Figure 1. Clock distribution (run 1).
Scale bar: 20 um.
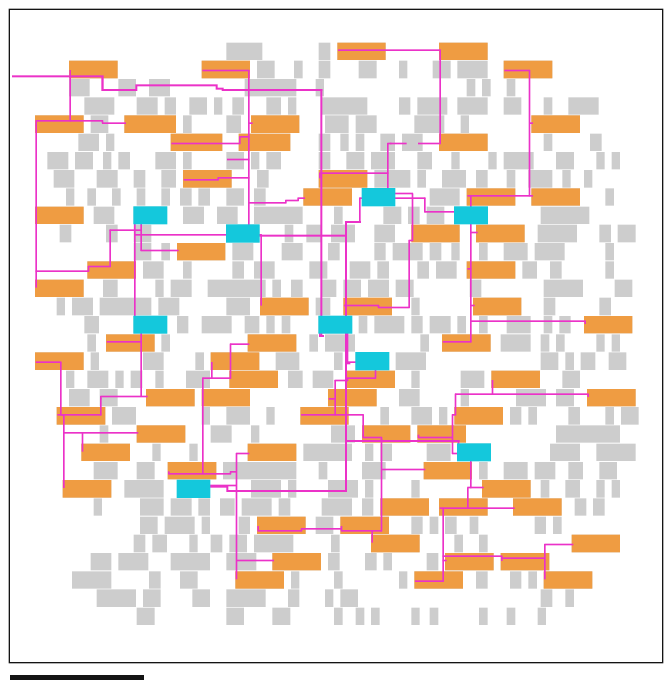
Figure 2. Pin placement (run 1).
Pins as bars across the die edge, other pins in gray.
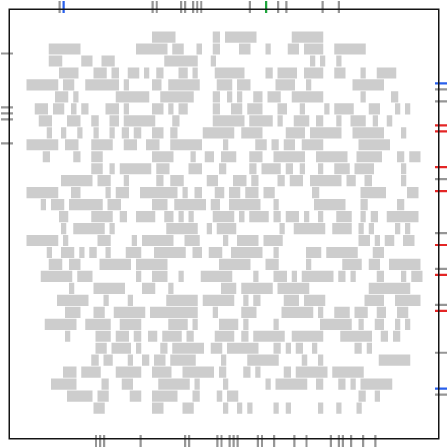
Figure 3. Cell placement (run 1).
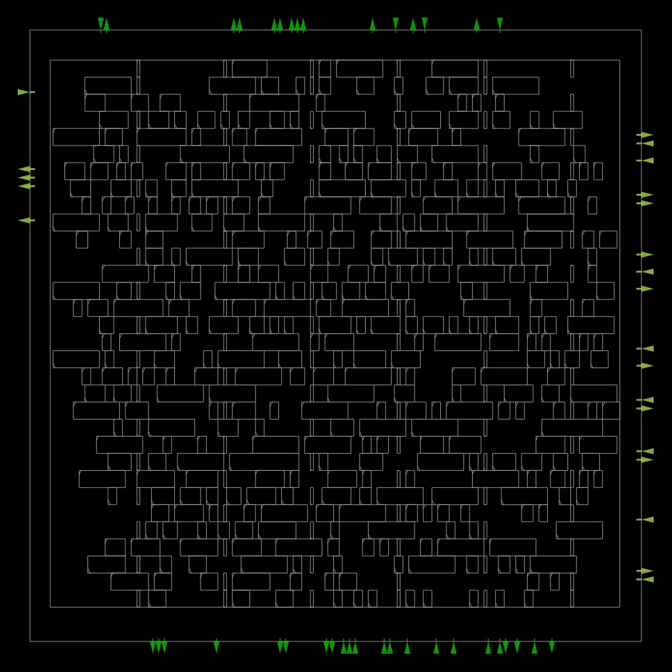
Design icon_plotter, sky130hd; sources not shown.
==> job_summary.md, run 1 <==
### Flow metrics

| Metric | Value |
|---|---|
| Fmax | `302 MHz` |
| Worst IR Drop VDD | `0.000244 V` |
| DRC Markers | `0` |
| Tool warnings | `30` |
| First-pass GRT wire length | `13.5 mm` |
| Post-CTS sizing | `0` |
| Final setup TNS | `0 ps` |
| Most Crowded Layer GR | `met2` |
| Endpoint type of the worst setup path | `primary output` |
| Final nets | `438` |
| Critical Path AT | `2590 ps` |
| GPL Wtd Cong | `0.806` |
| Crit path launch type | `register` |
| Top cells by count | `dfxtp_1 (65), nand2_1 (52), nor2_1 (46)` |
| Final worst slack | `between 200 and 300 ps` |
| Hold path cells | `2` |
| GR Util met2 | `29.5%` |
| Met3 Use GR | `4.38%` |
| TritonCTS clock tree | `done` |
| Crit path time final | `3310 ps` |
| Inserted Diodes | `0` |
| Initial antenna violation count | `0` |
| R2R depth | `7` |
| Avg Cell Area, Syn | `8.93 um^2` |
| CP Class | `register to primary output` |
| Distinct lib cells | `58` |
| Clock Path Buffers | `2` |
| Clock Tree Root | `clkbuf_8` |
| Core area | `0.00789 mm^2` |
| Slew Viols, Final | `0` |
| Vias/cell | `5.29` |
| Floorplan Nets | `420` |
| Drt first pass iters | `4` |
| Number of max-cap violations | `0` |
| Stages on worst setup path | `10` |
| Cts bufs inserted | `9` |
| Synth area leaders | `dfxtp_1 (39%), ha_1 (7.9%), nand2_1 (5.9%)` |
| Rel. slew slack | `33.5%` |
| DRT iter0 DRCs | `~100` |
| Routed WL | `7.84 mm` |
| Yosys top cell by instances | `dfxtp_1` |
| Status | `complete, no violations` |
| Area Growth Syn to Fin | `15.1%` |
| Yosys warns | `0` |
-- Figure 1 (at the start) --
Magenta shows clock wires, length 889 um. Orange shows flip-flops, count 65. Cyan shows clock-net drivers, count 9.
There are 10 routed clock nets.
Insertion Delay late pin: 340 ps
Clock power frac: 23.1%
clock-net power: 610 uW

-- Figure 2 (at the start) --
Red shows `y`, pins 7, direction output, edge right. Blue shows `colour`, pins 3, direction output, edge 2 right, 1 top. Green shows `resetn`, pins 1, direction input, edge top.
All pins by edge: 22 bottom, 17 right, 15 top, 5 left.
Die Ht: 97.3 um
chip width: 97.3 um
Buffers on Ports: 0

-- Figure 3 (at the start) --
Final Instance Count excl. Fillers: 498
row cnt: 32
Tapcells: 102
Finished Core Util: 48.6%

run 1: final cells by class:
| class | count | area [um^2] |
|---|---|---|
| Timing Repair Buffer | 23 | 173 |
| Fill cell | 920 | 4050 |
| Multi-Input combinational cell | 279 | 1990 |
| Inverter | 13 | 48.8 |
| Tap cell | 102 | 128 |
| Sequential cell | 65 | 1310 |
| Clock buffer | 9 | 124 |
| Clock inverter | 7 | 71.3 |
run 1: cells by family after synthesis:
| logic type | after synthesis | synth area share (%) |
|---|---|---|
| XOR/XNOR | 26 | 6.83 |
| flip-flops | 65 | 39.1 |
| AND-OR/OR-AND | 65 | 13.0 |
| multiplexers | 18 | 5.56 |
| adder cells (fa/ha/maj) | 23 | 9.09 |
| AND/OR/NAND/NOR | 147 | 22.5 |
| buffers and inverters | 29 | 3.94 |
run 1: worst reg2reg max path, cell delays in order (launching register included):
cell and delay, ps:
dfxtp_1 310, buf_4 340, ha_1 280, and4_1 420
nand4_4 210, nor3b_4 240, a21o_1 190, a22o_1 190
run 1: report_power, final:
group,switching (mW),internal [mW],total [mW]
Clock,0.292,0.318,0.610
Sequential,0.125,0.789,0.915
Combinational,0.822,0.290,1.11
run 1: cells in the final DEF, fill, tap and decap left out, types with 3 or more instances in the layout:
master,count
a21o_1,4
a21oi_1,27
a22o_1,3
buf_4,23
clkbuf_8,9
clkinvlp_4,3
dfxtp_1,62
dfxtp_2,3
ha_1,21
inv_1,12
mux2i_1,17
nand2_1,52
nand3_1,15
nand4_1,6
nor2_1,45
nor3_1,5
o21ai_0,5
o22a_1,5
o31ai_1,3
xnor2_1,10
xnor2_2,7
xor2_1,7
--- run 2 (diff from run 1) ---
--- a/config.mk
+++ b/config.mk
@@ -10,6 +10,7 @@
 export CORE_MARGIN = 3
 export CORE_UTILIZATION = 40
 export CTS_CLUSTER_DIAMETER = 40
+export CTS_CLUSTER_SIZE = 10
 export DETAILED_ROUTE_END_ITERATION = 12
 export DONT_BUFFER_PORTS = 1
 export GPL_ROUTABILITY_DRIVEN = 1
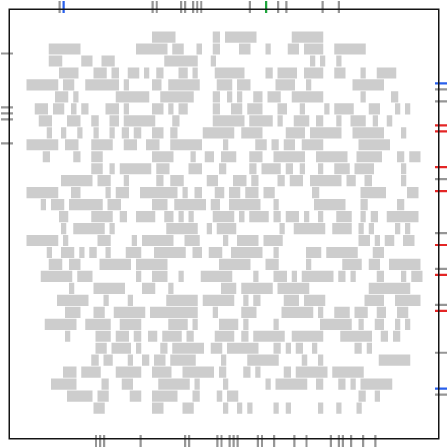
Figure 4: run 2, pin placement.
Pins as bars across the die edge, other pins in gray.
Red shows `y`, pins 7, direction output, edge right. Blue shows `colour`, pins 3, direction output, edge 2 right, 1 top. Green shows `resetn`, pins 1, direction input, edge top.
All pins by edge: 22 bottom, 17 right, 15 top, 5 left.

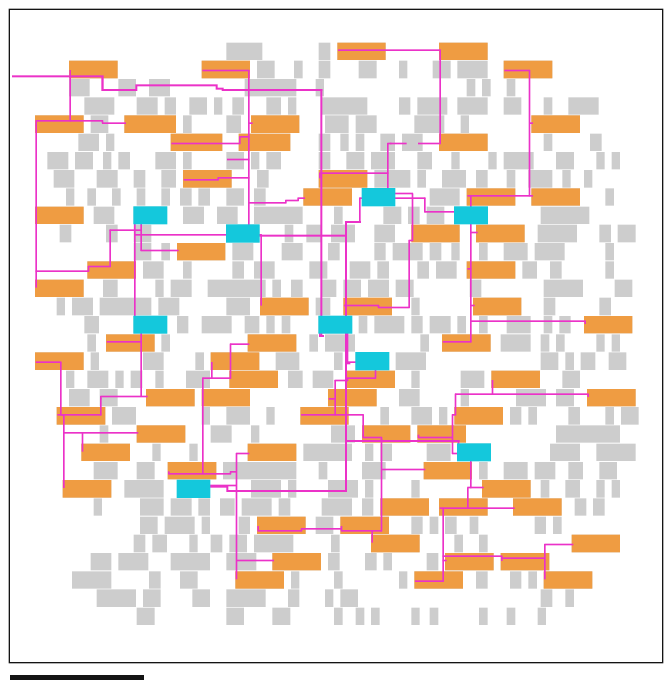
Figure 5: run 2, clock distribution.
Scale bar: 20 um.
Magenta shows clock wires, length 889 um. Cyan shows clock-net drivers, count 9. Orange shows flip-flops, count 65.
There are 10 routed clock nets. Position of the flops: spread over the die.
worst clock skew: 7.52 ps

==> run 2 against run 1 <==
  * Routed wire length stayed put
  * Sequential power hardly changed
  * First-iteration DRC count unchanged
  * Utilization unchanged
  * Critical path depth did not move
  * Via count is the same
  * Synthesized area is the same
  * Register-to-register slack barely moved
  * Power stayed put
  * Highest routed layer unchanged
==> job_summary.md, run 2 <==
### Flow metrics

| Metric | Value |
|---|---|
| Drt first pass iters | `4` |
| Crit path time final | `3310 ps` |
| Sw power | `1.24 mW` |
| Slew Viols, Final | `0` |
| Worst IR Drop VDD | `roughly 0.00024 V` |
| Stages on worst setup path | `10` |
| Combinational Power Share | `42.2%` |
| Yosys top cell by instances | `dfxtp_1` |
| Hold path cells | `2` |
| Crit path launch type | `register` |
| Rel. slew slack | `about a third` |
| Buffers on Ports | `0` |
| Number of max-cap violations | `0` |
| Inserted Diodes | `0` |
| Floorplan Nets | `420` |
| TritonCTS clock tree | `done` |
| Post-CTS sizing | `0` |
| R2R depth | `7` |
| Internal power | `1.40 mW` |
| Chip width | `between 90 and 100 um` |
| Endpoint type of the worst setup path | `primary output` |
| Die Ht | `97.3 um` |
| Routed WL | `7.84 mm` |
| Tool warnings | `30` |
| Final setup TNS | `0 ps` |
| Initial antenna violation count | `0` |
| Insertion Delay late pin | `340 ps` |
| Final Instance Count excl. Fillers | `498` |
| Fmax | `302 MHz` |
| Final nets | `438` |
| Status | `complete, no violations` |
| Clock power frac | `23.1%` |
| Synth area leaders | `dfxtp_1 (39%), ha_1 (7.9%), nand2_1 (5.9%)` |
| Area Growth Syn to Fin | `15.1%` |
| Distinct lib cells | `a little under 60` |
| Yosys warns | `0` |
| Sw frac | `approximately 47%` |
| Clock Tree Root | `clkbuf_8` |
| Cts bufs inserted | `9` |
| Commonest Layout Cell | `dfxtp_1` |
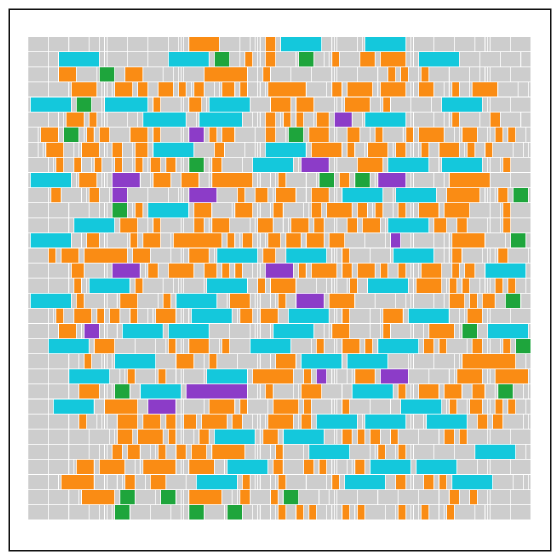
Figure 6: run 2, placed cells, one color a class.
Fill, decap, tap and diode cells in gray.
Orange shows remaining logic cells, cells 292, share of their area 55%. Cyan shows registers, cells 65, share of their area 35%. Purple shows clock drivers and dummy loads, cells 16, share of their area 5.3%. Green shows remaining buffers and delay cells, cells 23, share of their area 4.7%.
sequential share of cell area: 34.0%
core area: 0.00789 mm^2

==> run 2: cell counts in the layout (fill, tap and decap cells not counted) <==
Identical to the previous run, type by type.
==> run 2: final cells by class <==
| class | instances | area, um^2 | area share [%] |
|---|---|---|---|
| inverter | 13 | 48.8 | 1.27 |
| clock buffer | 9 | 124 | 3.23 |
| sequential | 65 | 1310 | 34.0 |
| tap | 102 | 128 | 3.33 |
| multi-input combinational | 279 | 1990 | 51.8 |
| timing repair buffer | 23 | 173 | 4.50 |
| clock inverter | 7 | 71.3 | 1.86 |
==> run 2: metrics by stage <==
stage	power (mW)	hold WS [ps]	area, um^2	worst slack, ps	util, %
3_3_place_gp	2.03	448	3640	703	46.1
2_1_floorplan	1.85	441	3350	244	-
4_1_cts	2.68	467	3840	232	48.6
6_report	2.64	466	3840	290	48.6
3_5_place_dp	2.06	455	3640	605	46.2
5_1_grt	2.80	486	3840	93.9	48.6
==> run 2: worst register-to-register path, delay by kind of cell (launching register included) <==
kind	cells	cell delay, ps
compound gates	2	380
buf+inv	1	340
fa+ha+maj	1	280
flops	1	310
simple gates	3	870
==> run 2: cells by family after synthesis <==
kind of cell	synth area share, %
AND-OR/OR-AND	13.0
XOR/XNOR	6.83
adder cells (fa/ha/maj)	9.09
buffers and inverters	3.94
flip-flops	39.1
multiplexers	5.56
AND/OR/NAND/NOR	22.5
==> run 2: power groups by stage <==
stage,clock (mW),combinational [mW],sequential (mW)
floorplan,0,0.895,0.957
global placement,0,1.11,0.926
detailed placement,0,1.13,0.931
CTS,0.635,1.13,0.916
global route,0.670,1.21,0.923
finish,0.610,1.11,0.915
==> run 2: routing by layer <==
metal	track usage (%)	vias to the layer above	wire length, um
li1	-	1325	-
met1	21.7	1274	3680
met2	29.5	29	3840
met3	4.38	7	248
met4	4.47	0	76
met5	0	-	0
Power figures rest on the tool's default switching activity, not on a simulated workload.
